==> config.mk <==
export PLATFORM = sky130hd
export DESIGN_NAME = rr_arbiter_encoder
export DESIGN_NICKNAME = d
export VERILOG_FILES = /design/src/rtl/rr_arbiter_encoder.sv
export SDC_FILE = /design/constraint.sdc
export NUM_CORES = 1
export LEC_CHECK = 0
export CORE_AREA = 2 2 39 41
export DETAILED_ROUTE_END_ITERATION = 8
export DIE_AREA = 0 0 41 43
export HOLD_SLACK_MARGIN = 0.05
export PLACE_DENSITY = 0.51
export SKIP_CTS_REPAIR_TIMING = 1
export SLEW_MARGIN = 20
export SYNTH_ARGS = -nofsm -noshare
export SYNTH_HDL_FRONTEND = slang
export SYNTH_SLANG_ARGS = --single-unit
==> constraint.sdc <==
create_clock -name clk -period 1.5 [get_ports clk]
set_input_delay 0.15 -clock clk [delete_from_list [all_inputs] [get_ports clk]]
set_output_delay 0.15 -clock clk [all_outputs]
set_load 0.05 [all_outputs]
==> src/rtl/rr_arbiter_encoder.sv <==
// ---------------------------------------------------------------------------
// rr_arbiter_encoder
//
// Four-requester round-robin arbiter with a binary-encoded grant, intended to
// drive the select/enable of a 2-to-4 decoder. A two-state FSM (IDLE/GRANT)
// arbitrates in IDLE and holds the winner in GRANT until it releases.
// Consecutive grants are always separated by exactly one IDLE cycle.
//
// Optional feature (compile-time macro RR_ARBITER_TIMEOUT_EN):
//   A hold counter forces a release after MAX_HOLD grant cycles and pulses
//   timeout for the following IDLE cycle. Without the macro, no counter
//   exists and timeout is constant 0.
//
// Parameters:
//   MAX_HOLD   maximum grant length in cycles (only used with the timeout)
//
// Ports:
//   clk        clock, all state changes on the rising edge
//   rst        synchronous active-high reset
//   req[3:0]   request lines, bit k = requester k wants service
//   done       granted requester releases the grant (ignored in IDLE)
//   grant_idx  registered binary index of the granted requester
//   grant_en   registered grant-active flag (decoder enable)
//   timeout    registered one-cycle pulse on a forced release
// ---------------------------------------------------------------------------
module rr_arbiter_encoder #(
    parameter int MAX_HOLD = 16
) (
    input  logic       clk,
    input  logic       rst,
    input  logic [3:0] req,
    input  logic       done,
    output logic [1:0] grant_idx,
    output logic       grant_en,
    output logic       timeout
);

    typedef enum logic {
        IDLE  = 1'b0,
        GRANT = 1'b1
    } state_t;

    state_t     state_q, state_d;
    logic [1:0] last_q, last_d;
    logic [1:0] idx_q, idx_d;
    logic       en_q, en_d;

    // A hold length below one cycle has no meaning; such a value is left
    // as an empty, clearly named generate branch rather than silently used.
    if (MAX_HOLD < 1) begin : g_max_hold_invalid
    end

    // Round-robin pick: first set request at or after last+1, wrapping mod 4.
    logic [1:0] pick;
    logic       pick_vld;
    logic [1:0] cand;

    always_comb begin
        pick     = 2'b00;
        pick_vld = 1'b0;
        cand     = 2'b00;
        for (int i = 0; i < 4; i++) begin
            cand = last_q + 2'(i + 1);
            if (!pick_vld && req[cand]) begin
                pick     = cand;
                pick_vld = 1'b1;
            end
        end
    end

    // done and a dropped request in the same cycle are one release event.
    logic user_rel;
    assign user_rel = done | ~req[idx_q];

`ifdef RR_ARBITER_TIMEOUT_EN
    localparam int CNT_W = (MAX_HOLD > 2) ? $clog2(MAX_HOLD) : 1;

    logic [CNT_W-1:0] cnt_q, cnt_d;
    logic             to_q, to_d;
    logic             force_rel;

    // A normal release in the limit cycle wins; timeout flags only forced ones.
    assign force_rel = (cnt_q == CNT_W'(MAX_HOLD - 1)) & ~user_rel;
`endif

    always_comb begin
        state_d = state_q;
        last_d  = last_q;
        idx_d   = idx_q;
        en_d    = en_q;
`ifdef RR_ARBITER_TIMEOUT_EN
        cnt_d   = cnt_q;
        to_d    = 1'b0;
`endif
        case (state_q)
            IDLE: begin
                en_d = 1'b0;
                // grant_idx keeps its previous value while nobody requests.
                if (pick_vld) begin
                    state_d = GRANT;
                    idx_d   = pick;
                    en_d    = 1'b1;
`ifdef RR_ARBITER_TIMEOUT_EN
                    cnt_d   = '0;
`endif
                end
            end
            GRANT: begin
`ifdef RR_ARBITER_TIMEOUT_EN
                if (user_rel || force_rel) begin
                    state_d = IDLE;
                    en_d    = 1'b0;
                    last_d  = idx_q;
                    to_d    = force_rel;
                end else begin
                    cnt_d   = cnt_q + 1'b1;
                end
`else
                if (user_rel) begin
                    state_d = IDLE;
                    en_d    = 1'b0;
                    last_d  = idx_q;
                end
`endif
            end
            default: begin
                state_d = IDLE;
                en_d    = 1'b0;
            end
        endcase
    end

    // last resets to 3 so that requester 0 has first priority.
    always_ff @(posedge clk) begin
        if (rst) begin
            state_q <= IDLE;
            last_q  <= 2'b11;
            idx_q   <= 2'b00;
            en_q    <= 1'b0;
`ifdef RR_ARBITER_TIMEOUT_EN
            cnt_q   <= '0;
            to_q    <= 1'b0;
`endif
        end else begin
            state_q <= state_d;
            last_q  <= last_d;
            idx_q   <= idx_d;
            en_q    <= en_d;
`ifdef RR_ARBITER_TIMEOUT_EN
            cnt_q   <= cnt_d;
            to_q    <= to_d;
`endif
        end
    end

    assign grant_idx = idx_q;
    assign grant_en  = en_q;
`ifdef RR_ARBITER_TIMEOUT_EN
    assign timeout   = to_q;
`else
    assign timeout   = 1'b0;
`endif

endmodule

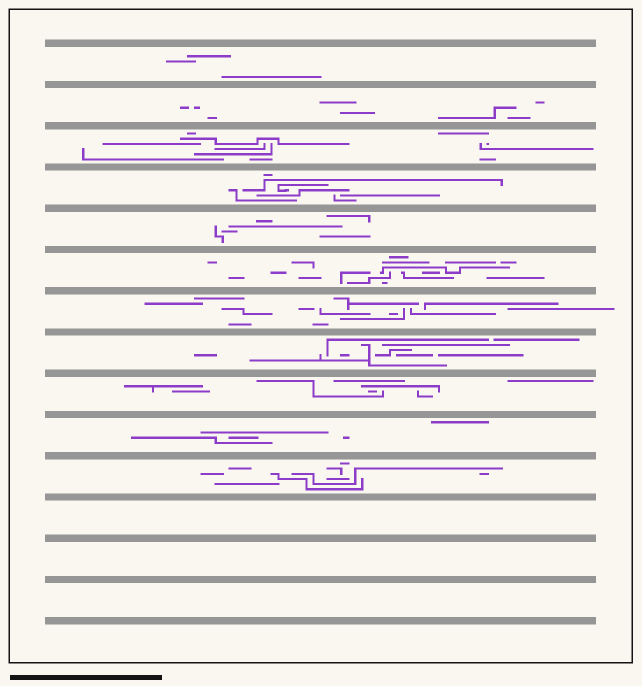
(images/met1.png)
The bar under the picture is 10 um long. Supply wires on this layer in gray.
- nets with wire on the layer: 54
- longest straight run: 15.6 um
- share of all routed wire: 50%
- wire length on this layer: 367 um
- main direction: horizontal
Post-Route WL: 735 um
met1 Resource Use GR: 13.6%
via count: 334

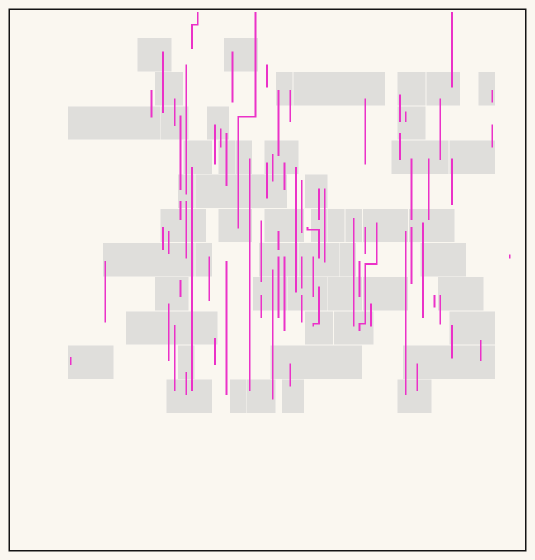
(images/met2.png)
Cells faint in the background.
- share of all routed wire: 43%
- nets with wire on the layer: 53
M2 GR Usage: 13.8%

==> deck_impl_summary.md <==
Flow Results at a Glance

Cells and area
  – Area Overhead vs Synth: 40.8%
  – Final Non-Filler Cells: about 70
  – NumNets Final: about 63
  – Signal buf overhead: 22.6%
  – Inverters: 4
  – Multi-input gates: 30
  – Registers: 6
  – Fillers: approximately 150
  – Final instance area: 488 um^2
  – Sequential cell area: around 120 um^2
  – Multi-input combinational area share: 41.0%
  – Layout clock area frac: 4.62%
  – Sequential share of cell area: 24.6%
  – Signal buffers: 11
  – Leading cell kind: logic gates
  – Top cells excl fill/tap: 6 x nor2_1, 6 x dfxtp_1, 6 x clkdlybuf4s50_1
  – Finished Core Util: about a third
  – Logic area: around 200 um^2

Power
  – Sw Share: 32.3%
  – Power Sequential: around 200 uW
  – Sequential share of power: a little under two fifths
  – Largest power group: sequential cells
  – Cell Pwr Density: between 1000 and 1500 nW/um^2
  – Net switching power: around 170 uW
  – Combinational Power Share: between 30 and 40%
  – Worst vdd ir: between 300 and 400 uV
  – Cell-internal power: 349 uW
  – Clock power share: ~30%
  – Comb pwr: between 150 and 200 uW
  – P_clk: about 150 uW
  – Leakage power: 0.000201 uW

Floorplan
  – DIE AREA: around 1800 um^2
  – Core Region: between 1000 and 1500 um^2
  – Core Util at FP: between 20% and 30%
  – Num tapcells: 16
  – Die H: 43 um
  – Die width: a little over 40 um
  – Io pins: 11
  – FP Rows: 14

Min path
  – WHS Path Cells: 2
  – Worst Hold Path EP: grant_en$_SDFFE_PP0P_
  – Hold path start: grant_en$_SDFFE_PP0P_
  – Hold Crit Class: reg2reg

STA
  – Setup TNS: 0 ns
  – RSZ-0062 raised after global routing: no
  – Highest clock rate: ~770 MHz
  – # setup viols final: 0
  – Final Hold Fails: 0
  – Setup WS post-layout: 0.198 ns
  – Fin crit share: 86.8%
  – Pins Over Slew Limit: 0
  – Fin crit period: 1.30 ns

Critical path
  – Crit path depth: 5
  – Crit path arrival time: 1.42 ns
  – R2R cell count: 4
  – CP peak stage delay: about 0.47 ns
  – Crit path from: req[1]
  – FF-to-FF Start: last_q[0]$_SDFFE_PP1P_
  – Reg2reg end: grant_idx[0]$_SDFFE_PP0P_
  – WP buf/inv: 1
  – Crit-path cells: clkdlybuf4s50_1 > nor2b_1 > a211o_1 > a221oi_1 > nor3_1
  – Worst EP required: around 1.6 ns
  – Crit path to: grant_idx[0]$_SDFFE_PP0P_
  – CP top delay family: AND-OR/OR-AND gates
  – Setup CP Type: in2reg
  – Slowest stage cell, crit path: clkdlybuf4s50_1
  – Crit path capture type: flop
  – Reg2Reg Setup Slack: slightly below 0.3 ns
  – CP startpoint kind: input port

Drt
  – Drc violations: 0
  – WL met3: ~43 um
  – Met1 WL: 367 um
  – Detailed Routing Iterations Pass 1: 2
  – Drt first-iter violations: 1
  – Metal2 WL: 315 um
  – Antenna viol nets, final: 0
  – Vias per inst: ~4.8
  – Top routing layer in use: met4
  – Routed WL per cell: ~11 um

Clock tree
  – CTS tree: built
  – Num CTS Buffers: 3
  – Clock latency on the worst-skew pair: roughly 0.25 ns
  – Clk root buf: clkbuf_4
  – Clock buffer depth: 2
  – Htree depth: 1
  – CTS Sinks: 6

Synth
  – Number of synthesized register bits: 6
  – Post-synthesis xor/xnor area fraction: 0%
  – Yosys Instances: around 42
  – Post-Synth AOI/OAI Area: a little under a quarter
  – Simple share: 22.0%
  – Synth Warn #: 0
  – Post-synth cell types: 22
  – Multiplexer share: between 10% and 20%
  – Mapped Area: 347 um^2
  – Top cell area share: 34.7%
  – Synthesized instance count: around 42
  – Cell area leaders: dfxtp_1 35%, mux2i_1 12%, nor2_1 6.5%, o221ai_1 5.1%, inv_1 4.3%
  – Syn_nets: a little under 50
  – Comb area leader: AND-OR/OR-AND gates
  – Seq/Total Area, Yosys: 34.7%
  – Area leader, netlist: dfxtp_1

Status
  – Outcome: complete, no violations

Place
  – Dpl ws: -0.0506 ns
  – DP Area: about 470 um^2
  – Detailed Place HPWL: between 500 and 600 um

GRT
  – Initial antenna violation count: 0
  – Largest net degree at the start of global routing: 10
  – GRT Residual Overflow: 0
  – M3 GR Usage: about 4.7%
  – First-pass GRT wire length: 1230 um
  – Vias in the first global route: around 300
  – GRT Max-Usage Layer: met2
  – Total track usage: approximately 11%

Run
  – Tool Warnings: 26
[stage by stage]
step	hold WS [ns]	total power (uW)
4_1_cts	0.478	522
6_report	0.472	515
3_5_place_dp	0.472	368
2_1_floorplan	0.432	304
3_3_place_gp	0.469	367
5_1_grt	0.522	549
[cells in the mapped netlist]
cell type  instances
mux2i_1            4
dfxtp_1            6
o22ai_2            1
buf_4              1
inv_1              4
nor2_2             1
nand2_1            1
a31o_2             1
nor3_1             1
nand2b_1           2
nor2b_1            2
o22ai_1            1
a21oi_1            2
a211o_1            1
conb_1             1
or2_1              1
nor2_1             6
nand3b_1           1
buf_1              1
o221ai_1           2
a221oi_1           1
a22oi_1            1
[worst reg2reg max path, delay by kind of cell (launching register included)]
family	cells	cell delay [ns]
DFF	1	0.38
AOI/OAI and AO/OA	2	0.54
and+or+nand+nor	2	0.16
Power is estimated from default activity; no workload was simulated.
